$ cat src/rtl/dot_product_feeder_pkg.sv
// Shared definitions for the dot-product feeder: default sizes and FSM state encoding.
package dot_product_feeder_pkg;

   localparam int unsigned PIXEL_N_DEF     = 10;
   localparam int unsigned PIXEL_SIZE_DEF  = 10;
   localparam int unsigned WEIGHT_SIZE_DEF = 19;
   localparam int unsigned RESULT_W_DEF    = 26;
   localparam int unsigned CALC_CYCLES_DEF = 30;

   typedef enum logic [1:0] {
      StLoad,
      StStart,
      StWait,
      StHold
   } state_e;

endpackage

$ cat src/rtl/dot_product_feeder_if.sv
// Element stream, engine and result signals of the dot-product feeder.
interface dot_product_feeder_if
   import dot_product_feeder_pkg::*;
#(
   parameter int unsigned PIXEL_N     = PIXEL_N_DEF,
   parameter int unsigned PIXEL_SIZE  = PIXEL_SIZE_DEF,
   parameter int unsigned WEIGHT_SIZE = WEIGHT_SIZE_DEF,
   parameter int unsigned RESULT_W    = RESULT_W_DEF
);

   logic                           in_valid;
   logic                           in_ready;
   logic [PIXEL_SIZE-1:0]          in_pixel;
   logic [WEIGHT_SIZE-1:0]         in_weight;
   logic [PIXEL_N*PIXEL_SIZE-1:0]  eng_pixels;
   logic [PIXEL_N*WEIGHT_SIZE-1:0] eng_weights;
   logic                           eng_rst;
   logic [RESULT_W-1:0]            eng_value;
   logic                           out_valid;
   logic                           out_ready;
   logic [RESULT_W-1:0]            out_value;

   // Feeder side.
   modport slave (
      input  in_valid, in_pixel, in_weight, eng_value, out_ready,
      output in_ready, eng_pixels, eng_weights, eng_rst, out_valid, out_value
   );

   // Producer / engine / consumer side.
   modport master (
      output in_valid, in_pixel, in_weight, eng_value, out_ready,
      input  in_ready, eng_pixels, eng_weights, eng_rst, out_valid, out_value
   );

endinterface

$ cat src/rtl/dot_product_feeder.sv
// Collects PIXEL_N pixel/weight pairs, runs the external engine for CALC_CYCLES and holds
// the captured result until the consumer takes it.
module dot_product_feeder
   import dot_product_feeder_pkg::*;
#(
   parameter int unsigned PIXEL_N     = PIXEL_N_DEF,
   parameter int unsigned PIXEL_SIZE  = PIXEL_SIZE_DEF,
   parameter int unsigned WEIGHT_SIZE = WEIGHT_SIZE_DEF,
   parameter int unsigned RESULT_W    = RESULT_W_DEF,
   parameter int unsigned CALC_CYCLES = CALC_CYCLES_DEF
) (
   input logic                  clk,
   input logic                  GlobalReset,
   dot_product_feeder_if.slave  bus
);

   localparam int unsigned K_W   = (PIXEL_N > 1) ? $clog2(PIXEL_N) : 1;
   localparam int unsigned CNT_W = (CALC_CYCLES > 1) ? $clog2(CALC_CYCLES) : 1;

   state_e                         state_q;
   logic [K_W-1:0]                 k_q;
   logic [CNT_W-1:0]               cnt_q;
   logic [PIXEL_N*PIXEL_SIZE-1:0]  pixels_q;
   logic [PIXEL_N*WEIGHT_SIZE-1:0] weights_q;
   logic [RESULT_W-1:0]            value_q;
   logic                           valid_q;
   logic                           ready_q;
   logic                           eng_rst_q;

   always_ff @(posedge clk or posedge GlobalReset) begin
      if (GlobalReset) begin
         state_q   <= StLoad;
         k_q       <= '0;
         cnt_q     <= '0;
         pixels_q  <= '0;
         weights_q <= '0;
         value_q   <= '0;
         valid_q   <= 1'b0;
         ready_q   <= 1'b1;
         eng_rst_q <= 1'b1;
      end else begin
         unique case (state_q)
            StLoad: begin
               if (bus.in_valid) begin
                  pixels_q[k_q*PIXEL_SIZE +: PIXEL_SIZE]   <= bus.in_pixel;
                  weights_q[k_q*WEIGHT_SIZE +: WEIGHT_SIZE] <= bus.in_weight;
                  if (k_q == K_W'(PIXEL_N - 1)) begin
                     k_q     <= '0;
                     ready_q <= 1'b0;
                     state_q <= StStart;
                  end else begin
                     k_q <= k_q + 1'b1;
                  end
               end
            end
            StStart: begin
               // Engine has been held in restart since LOAD; release it now.
               cnt_q     <= '0;
               eng_rst_q <= 1'b0;
               state_q   <= StWait;
            end
            StWait: begin
               if (cnt_q == CNT_W'(CALC_CYCLES - 1)) begin
                  value_q   <= bus.eng_value;
                  valid_q   <= 1'b1;
                  eng_rst_q <= 1'b1;
                  state_q   <= StHold;
               end else begin
                  cnt_q <= cnt_q + 1'b1;
               end
            end
            StHold: begin
               if (bus.out_ready) begin
                  valid_q <= 1'b0;
                  ready_q <= 1'b1;
                  k_q     <= '0;
                  state_q <= StLoad;
               end
            end
            default: state_q <= StLoad;
         endcase
      end
   end

   assign bus.in_ready    = ready_q;
   assign bus.eng_pixels  = pixels_q;
   assign bus.eng_weights = weights_q;
   assign bus.eng_rst     = eng_rst_q;
   assign bus.out_valid   = valid_q;
   assign bus.out_value   = value_q;

endmodule

$ cat src/flat_wrapper.sv
// flat-port wrapper written by rule: the top's interface ports become plain ports
module dot_product_feeder_flat import dot_product_feeder_pkg::*;
#(
   parameter int unsigned PIXEL_N     = PIXEL_N_DEF,
   parameter int unsigned PIXEL_SIZE  = PIXEL_SIZE_DEF,
   parameter int unsigned WEIGHT_SIZE = WEIGHT_SIZE_DEF,
   parameter int unsigned RESULT_W    = RESULT_W_DEF,
   parameter int unsigned CALC_CYCLES = CALC_CYCLES_DEF
)
  (clk, GlobalReset, bus_in_valid, bus_in_pixel, bus_in_weight, bus_eng_value, bus_out_ready, bus_in_ready, bus_eng_pixels, bus_eng_weights, bus_eng_rst, bus_out_valid, bus_out_value);
  dot_product_feeder_if #(.PIXEL_N(PIXEL_N), .PIXEL_SIZE(PIXEL_SIZE), .WEIGHT_SIZE(WEIGHT_SIZE), .RESULT_W(RESULT_W)) bus_i ();
  input logic clk;
  input logic GlobalReset;
  input wire logic [$bits(bus_i.in_valid)-1:0] bus_in_valid;
  input wire logic [$bits(bus_i.in_pixel)-1:0] bus_in_pixel;
  input wire logic [$bits(bus_i.in_weight)-1:0] bus_in_weight;
  input wire logic [$bits(bus_i.eng_value)-1:0] bus_eng_value;
  input wire logic [$bits(bus_i.out_ready)-1:0] bus_out_ready;
  output wire logic [$bits(bus_i.in_ready)-1:0] bus_in_ready;
  output wire logic [$bits(bus_i.eng_pixels)-1:0] bus_eng_pixels;
  output wire logic [$bits(bus_i.eng_weights)-1:0] bus_eng_weights;
  output wire logic [$bits(bus_i.eng_rst)-1:0] bus_eng_rst;
  output wire logic [$bits(bus_i.out_valid)-1:0] bus_out_valid;
  output wire logic [$bits(bus_i.out_value)-1:0] bus_out_value;
  assign bus_i.in_valid = bus_in_valid;
  assign bus_i.in_pixel = bus_in_pixel;
  assign bus_i.in_weight = bus_in_weight;
  assign bus_i.eng_value = bus_eng_value;
  assign bus_i.out_ready = bus_out_ready;
  assign bus_in_ready = bus_i.in_ready;
  assign bus_eng_pixels = bus_i.eng_pixels;
  assign bus_eng_weights = bus_i.eng_weights;
  assign bus_eng_rst = bus_i.eng_rst;
  assign bus_out_valid = bus_i.out_valid;
  assign bus_out_value = bus_i.out_value;
  dot_product_feeder #(.PIXEL_N(PIXEL_N), .PIXEL_SIZE(PIXEL_SIZE), .WEIGHT_SIZE(WEIGHT_SIZE), .RESULT_W(RESULT_W), .CALC_CYCLES(CALC_CYCLES)) u_core (.clk(clk), .GlobalReset(GlobalReset), .bus(bus_i));
endmodule
$ cat config.mk
export PLATFORM = sky130hd
export DESIGN_NAME = dot_product_feeder_flat
export DESIGN_NICKNAME = d
export VERILOG_FILES = /design/src/rtl/dot_product_feeder_pkg.sv /design/src/rtl/dot_product_feeder_if.sv /design/src/rtl/dot_product_feeder.sv /design/src/flat_wrapper.sv
export SDC_FILE = /design/constraint.sdc
export NUM_CORES = 1
export LEC_CHECK = 0
export ABC_AREA = 1
export CORE_UTILIZATION = 44
export CTS_BUF_LIST = sky130_fd_sc_hd__clkbuf_8
export DETAILED_ROUTE_END_ITERATION = 8
export HOLD_SLACK_MARGIN = 0.05
export MAX_ROUTING_LAYER = met4
export PLACE_DENSITY = 0.72
export REMOVE_ABC_BUFFERS = 1
export SLEW_MARGIN = 30
export SYNTH_ARGS = -nofsm -noshare
export SYNTH_HDL_FRONTEND = slang
export SYNTH_SLANG_ARGS = --single-unit
$ cat constraint.sdc
create_clock -name clk -period 20.8 [get_ports clk]
set_clock_uncertainty 0.15 [all_clocks]
set_input_delay 3.12 -clock clk [delete_from_list [all_inputs] [get_ports clk]]
set_output_delay 3.12 -clock clk [all_outputs]
set_load 0.05 [all_outputs]
==> flow report, run 1 <==
GLOBAL ROUTE
---------------------------------------------------------------------------------
Vias in the first global route                                             13,580
Pin count of the biggest net entering global routing                          119
Met3 layer usage reported by global route                                  4.652%
Wire length of the first global-routing pass                             76.13 mm
Met1 capacity usage during global routing                                  36.53%
Initial antenna violation count                                                 0
Total global routing overflow                                                   0

SYNTHESIS
---------------------------------------------------------------------------------
Number of warning messages in the yosys log                                     0
Number of instances in the synthesized netlist                              1,794
Cell count in the Yosys report                                              1,794
Post-synth ARST share                                                      100.0%
Xor+xnor area frac                                                        0.3491%
Top comb family, area                                                simple AND/OR/NAND/NOR gates
Library cell occupying the most area in the post-synthesis netlist   sky130_fd_sc_hd__dfrtp_1
Top_reg_cell synth                                                   sky130_fd_sc_hd__dfrtp_1
Fraction of post-synthesis cell area in the top cell type by area          53.25%
Cell types with the highest counts after synthesis                   575 x sky130_fd_sc_hd__nand2_1, 328 x sky130_fd_sc_hd__dfrtp_1, 145 x sky130_fd_sc_hd__o21ai_0, 128 x sky130_fd_sc_hd__nor2_1, 116 x sky130_fd_sc_hd__inv_1
Synth flops                                                                   330
Top post-synthesis cells by area                                     sky130_fd_sc_hd__dfrtp_1 53%, sky130_fd_sc_hd__nand2_1 14%, sky130_fd_sc_hd__o21ai_0 4.7%, sky130_fd_sc_hd__nand3_1 3.2%, sky130_fd_sc_hd__nor2_1 3.1%
Sequential share of the synthesized area                                   53.59%
Multiplexer share                                                          2.549%
Adder share                                                                1.510%
Chip area estimate from yosys synthesis                               15,410 um^2
Fraction of the mapped netlist area in compound gates                      10.68%
Count of flip-flops with a built-in enable after synthesis                      0

SETUP PATH
---------------------------------------------------------------------------------
Cells traversed along the worst timing path                          clkdlybuf4s50_1, nand2_1, nor2_1, inv_1, nor2_2, inv_1, a21oi_1, o21ai_0
Type of origin of the critical path                                  primary input
FF-to-FF End                                                         u_core.bus.eng_pixels[57]
Stages on the worst setup path                                                  8
Worst R2R Setup Slack                                                    15.98 ns
Capture point of the worst path                                      u_core.bus.eng_pixels[57]
Cell with the largest stage delay on the worst path                  sky130_fd_sc_hd__nor2_2
WP buf/inv                                                                      3
Crit end category                                                       flip-flop
Top Family by Delay on Critical Path                                 simple AND/OR/NAND/NOR gates
Type of the worst setup path                                            in -> reg
Worst path required time                                                 21.12 ns
Worst reg-to-reg path cell count                                               14
Startpoint of the lowest-slack register-to-register path             u_core.k_q[0]

POWER
---------------------------------------------------------------------------------
Power share of the clock group                                              17.2%
Flop+latch power                                                           838 uW
Sequential share of power                                                   25.5%
Int Power                                                                1.521 mW
Pwr per Cell Area                                                    159.8 nW/um^2
Switching part of the total power                                          53.76%
Power in the clock group                                                   566 uW
Combinational gate power                                                  1.89 mW
Reported leakage power                                                   9.573 nW
Net Switching                                                            1.769 mW
Worst supply voltage drop on vdd                                      0.0002043 V

DRT
---------------------------------------------------------------------------------
Routed wire length                                                       49.05 mm
Wire length on met2                                                      23.03 mm
Via count normalized by instance count                                      5.317
Count of antenna-violating nets left after detailed routing                     0
Drt pass-1 iters                                                                8
Residual DRC count                                                              1

STA
---------------------------------------------------------------------------------
Time the final worst path needs with I/O delays and setup                5.269 ns
Highest attainable clock frequency                                     0.1898 GHz
Final setup violation count                                                     0
Fin. Hold Viols                                                                 0
Final cycle utilization of the critical path                               25.33%
Max-slew violation count                                                        0
Max-Slew Margin vs Limit                                                   35.56%

CELLS AND AREA
---------------------------------------------------------------------------------
Layout cell share with drive strength beyond 1                             9.331%
Inverters                                                                     135
Layout multi-input combinational cell count                                 1,245
Area taken by multi-input logic gates                                   6256 um^2
Combinational fraction of the cell area                                    30.38%
FF/Latch Area                                                           8260 um^2
Sequential fraction of total cell area                                     40.11%
Net count of the finished layout                                            2,237
Largest cell class by area                                           sequential cells
Filler Cells Inserted                                                       3,064
Number of non-filler instances in the completed layout                      2,652
Synth-to-layout area growth                                                33.60%

MIN PATH
---------------------------------------------------------------------------------
Tightest Hold Check Type                                               reg -> reg
Worst hold stages                                                               2
Worst hold path startpoint                                           u_core.bus.eng_weights[32]

FLOORPLAN
---------------------------------------------------------------------------------
Initial cell density of the core                                           44.62%
Std cell rows                                                                  68
Core Region                                                           34,540 um^2

CLOCKING
---------------------------------------------------------------------------------
CTS tree                                                                      yes
Cts repair resizes                                                              0
H-tree lvl count                                                                2
Number of buffers added for setup after CTS                                     0
CTS Root Buffer Type                                                 sky130_fd_sc_hd__clkbuf_8
Clock Pin Slew Worst Setup and Hold Paths                                 0.06 ns
CTS Hold Buffers Added                                                          0

PLACED DESIGN
---------------------------------------------------------------------------------
Final estimated routing congestion in global placement                     0.8907
HPWL after detailed placement                                            34.94 mm

OUTCOME
---------------------------------------------------------------------------------
Failing checks                                                       design-rule violations
Result of the run                                                    finished, violations left

FLOW RUN
---------------------------------------------------------------------------------
Tool warning count                                                             36
Max-cap violations                                                              0

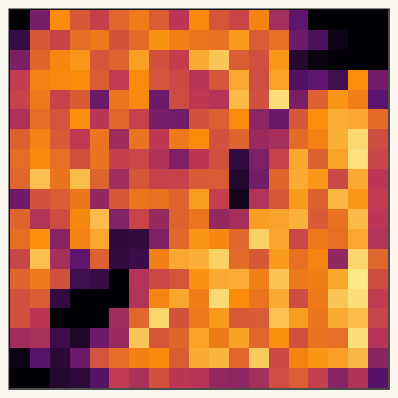
Run 1: placement density heat map
Drawn at 2 px/um. 19 x 19 tiles, from black (low) to pale yellow (high), 0 to 100% covered.
nearly empty tiles: 5.3%
tiles over 75% full: 21%
mean over tiles: 56%

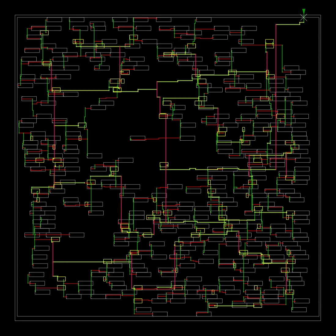
Run 1: clock nets
number of buffers inserted during clock tree synthesis: 55
Clock Sink Count: 330
Clock Latency Late Sink: 0.61 ns

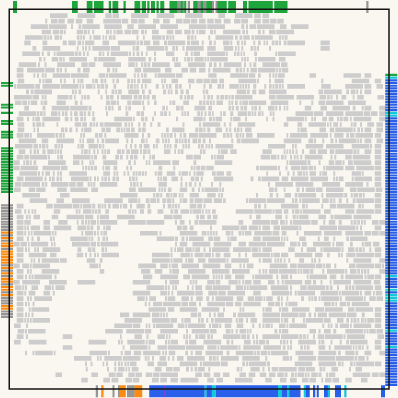
Run 1: I/O pins on the die edge
Drawn at 2 px/um. Pins as bars across the die edge, other pins in gray.
| color | port | pins | direction | edge |
|---|---|---|---|---|
| purple | GlobalReset | 1 | input | bottom |
| blue | bus_eng_weights | 190 | output | 104 right, 86 bottom |
| orange | bus_out_value | 26 | output | 18 left, 8 bottom |
| green | bus_eng_pixels | 100 | output | 72 top, 27 left, 1 right |
| cyan | bus_in_weight | 19 | input | 10 right, 9 bottom |
vertical die dimension: 189.2 um
die width: 189.2 um
port bufs: 377

Run 1, placed cells, one color a class:
Drawn at 1.5 px/um.
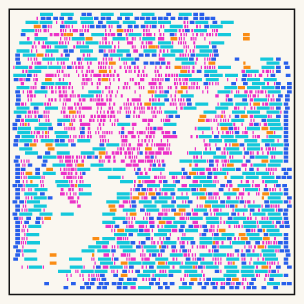

==> run 2: changes to the inputs <==
==> constraint.sdc (replaced) <==
create_clock -name clk -period 5.4 [get_ports clk]
set_clock_uncertainty 0.15 [all_clocks]
set_input_delay 0.81 -clock clk [delete_from_list [all_inputs] [get_ports clk]]
set_output_delay 0.81 -clock clk [all_outputs]
set_load 0.05 [all_outputs]
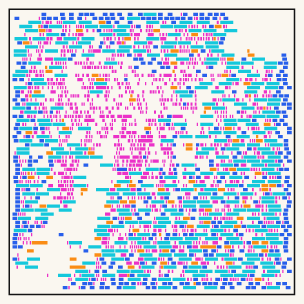
Run 2: placed cells, one color a class
Drawn at 1.5 px/um.
| color | class | cells |
|---|---|---|
| magenta | remaining logic cells | 1,380 |
| blue | remaining buffers and delay cells | 397 |
| cyan | sequential cells | 330 |
| orange | clock drivers and dummy loads | 103 |

==> flow report, run 2 <==
SYNTHESIS
---------------------------------------------------------------------------------
Top post-synthesis cells by area                                     sky130_fd_sc_hd__dfrtp_1 53%, sky130_fd_sc_hd__nand2_1 14%, sky130_fd_sc_hd__o21ai_0 4.7%, sky130_fd_sc_hd__nand3_1 3.2%, sky130_fd_sc_hd__nor2_1 3.1%
Cell count in the Yosys report                                              1,794   unchanged
Fraction of post-synthesis cell area in the top cell type by area          53.25%   unchanged
Top comb family, area                                                simple AND/OR/NAND/NOR gates
Number of warning messages in the yosys log                                     0   unchanged
Count of flip-flops with a built-in enable after synthesis                      0   unchanged
Adder share                                                                1.510%   unchanged
Chip area estimate from yosys synthesis                               15,410 um^2   unchanged
Cell Type Count                                                                52
Fraction of the mapped netlist area in compound gates                      10.68%   unchanged
Top_reg_cell synth                                                   sky130_fd_sc_hd__dfrtp_1
Library cell occupying the most area in the post-synthesis netlist   sky130_fd_sc_hd__dfrtp_1
Cell types with the highest counts after synthesis                   575 x sky130_fd_sc_hd__nand2_1, 328 x sky130_fd_sc_hd__dfrtp_1, 145 x sky130_fd_sc_hd__o21ai_0, 128 x sky130_fd_sc_hd__nor2_1, 116 x sky130_fd_sc_hd__inv_1
Synth flops                                                                   330   unchanged
Number of instances in the synthesized netlist                              1,794   unchanged
Multiplexer share                                                          2.549%   unchanged
Cell area after technology mapping                                    15,410 um^2
Sequential share of the synthesized area                                   53.59%   unchanged
Xor+xnor area frac                                                        0.3491%   unchanged
Post-synth ARST share                                                      100.0%   unchanged

SETUP PATH
---------------------------------------------------------------------------------
Capture point of the worst path                                      u_core.bus.eng_pixels[57]
Type of origin of the critical path                                     flip-flop
Arrival time of the worst setup path                                      4.54 ns
Top Family by Delay on Critical Path                                  adder cells
Cells traversed along the worst timing path                          ha_1, ha_1, fa_1, nor2_1, nand3_1, nor2_1, ha_1, inv_2, nor2_1, inv_1, nor2_2, inv_1, a21oi_1, nand2_1, o21ai_0
Launch point of the critical path                                    u_core.k_q[3]
Type of the worst setup path                                           reg -> reg
Cell with the largest stage delay on the worst path                  sky130_fd_sc_hd__dfrtp_1
WP buf/inv                                                                      3   unchanged
Stages on the worst setup path                                                 15   +7
FF-to-FF End                                                         u_core.bus.eng_pixels[57]
Worst reg-to-reg path cell count                                               15   +1
Startpoint of the lowest-slack register-to-register path             u_core.k_q[3]
Worst path required time                                                  5.79 ns   -15.33 ns
Worst R2R Setup Slack                                                     1.25 ns   -14.73 ns
Crit end category                                                       flip-flop

CELLS AND AREA
---------------------------------------------------------------------------------
Number of non-filler instances in the completed layout                      2,665   +0.49%
Largest cell class by area                                           sequential cells
FF/Latch Area                                                           8260 um^2   unchanged
Filler Cells Inserted                                                       3,055   -0.29%
Area taken by multi-input logic gates                                   6259 um^2   about the same
Net count of the finished layout                                            2,242   +0.22%
Layout cell share with drive strength beyond 1                             9.819%   +0.49 points
Most instantiated logic cells after routing                          574 x sky130_fd_sc_hd__nand2_1, 377 x sky130_fd_sc_hd__clkdlybuf4s50_1, 328 x sky130_fd_sc_hd__dfrtp_1, 145 x sky130_fd_sc_hd__o21ai_0, 132 x sky130_fd_sc_hd__inv_1
Combinational fraction of the cell area                                    30.10%   -0.28 points
Flip-flop count of the largest register after layout                          190
Final cell utilization of the core                                         60.20%
Inverters                                                                     135   unchanged
Final Instance Area                                                   20,790 um^2
Synth-to-layout area growth                                                34.91%
Sequential fraction of total cell area                                     39.72%   -0.39 points
Layout multi-input combinational cell count                                 1,245   unchanged

POWER
---------------------------------------------------------------------------------
Power in the clock group                                                  2.45 mW   +330%
Pwr per Cell Area                                                    627.1 nW/um^2   +290%
Sequential share of power                                                   24.7%   -0.8 points
Flop+latch power                                                          3.22 mW   +280%
Reported leakage power                                                   9.683 nW   +1.1%
Combinational gate power                                                  7.37 mW   +290%
Power share of the clock group                                              18.8%   +1.6 points
Int Power                                                                6.114 mW   +300%
Worst supply voltage drop on vdd                                      0.0004469 V   +120%
Top pwr grp                                                          combinational logic
Net Switching                                                            6.926 mW   +290%
Switching part of the total power                                          53.11%   -0.65 points

STA
---------------------------------------------------------------------------------
Time the final worst path needs with I/O delays and setup                4.146 ns
Highest attainable clock frequency                                     0.2412 GHz
Pin slew with the least headroom to its limit                           0.9453 ns
Fin. Hold Viols                                                                 0   unchanged
Max-Slew Margin vs Limit                                                   36.89%   +1.3 points
Max-slew violation count                                                        0   unchanged
Final cycle utilization of the critical path                               76.77%
Final setup violation count                                                     0   unchanged
Worst setup slack after layout                                           1.254 ns

PLACED DESIGN
---------------------------------------------------------------------------------
Post-place setup slack                                                   1.302 ns
Final estimated routing congestion in global placement                     0.9061   +1.7%
HPWL after detailed placement                                            36.03 mm   +3.1%
Port bufs                                                                     377   unchanged

DRT
---------------------------------------------------------------------------------
Detailed-routed wire length on met3                                      4.152 mm
Initial DRC count                                                           1,170
Count of antenna-violating nets left after detailed routing                     0   unchanged
Residual DRC count                                                              1   unchanged
Routed wire length                                                       50.47 mm   +2.9%
Drt pass-1 iters                                                                9   +1
Wire length on met2                                                      22.91 mm   -0.53%
Wirelength per Cell                                                      18.94 um
Via count                                                                  14,170
Via count normalized by instance count                                      5.317   about the same

OUTCOME
---------------------------------------------------------------------------------
Failing checks                                                       design-rule violations
Result of the run                                                    finished, violations left

MIN PATH
---------------------------------------------------------------------------------
Worst hold stages                                                               2   unchanged
Tightest Hold Check Type                                               reg -> reg
Worst hold path startpoint                                           u_core.bus.out_value[19]

FLOORPLAN
---------------------------------------------------------------------------------
Initial cell density of the core                                           44.62%   unchanged
Die width                                                                189.2 um   unchanged
Vertical die dimension                                                   189.2 um   unchanged
Std cell rows                                                                  68   unchanged
Core Region                                                           34,540 um^2   unchanged
Total die size                                                        35,780 um^2

CLOCKING
---------------------------------------------------------------------------------
H-tree lvl count                                                                2   unchanged
CTS Root Buffer Type                                                 sky130_fd_sc_hd__clkbuf_8
CTS tree                                                                      yes
Clock Sink Count                                                              330   unchanged
CTS Hold Buffers Added                                                          0   unchanged
Cts repair resizes                                                              0   unchanged
Number of buffers added for setup after CTS                                     0   unchanged
Clock Pin Slew Worst Setup and Hold Paths                                 0.06 ns   about the same

GLOBAL ROUTE
---------------------------------------------------------------------------------
Met3 layer usage reported by global route                                  6.228%   +1.6 points
Pin count of the biggest net entering global routing                          138   +16%
Met1 capacity usage during global routing                                  37.73%   +1.2 points
Initial antenna violation count                                                 0   unchanged
Vias in the first global route                                             13,720   +1.1%
Met2 usage in global routing                                               43.86%
Total global routing overflow                                                   0   unchanged
Wire length of the first global-routing pass                             78.47 mm   +3.1%

FLOW RUN
---------------------------------------------------------------------------------
Tool warning count                                                             36   unchanged
Max-cap violations                                                              0   unchanged

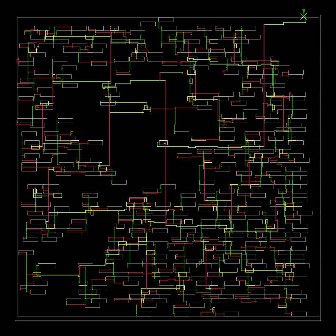
Run 2: clock nets
Flops: 330
Clock buffer cells: 75
Clock Latency Late Sink: 0.62 ns
number of buffers inserted during clock tree synthesis: 56

Power figures rest on the tool's default switching activity, not on a simulated workload.
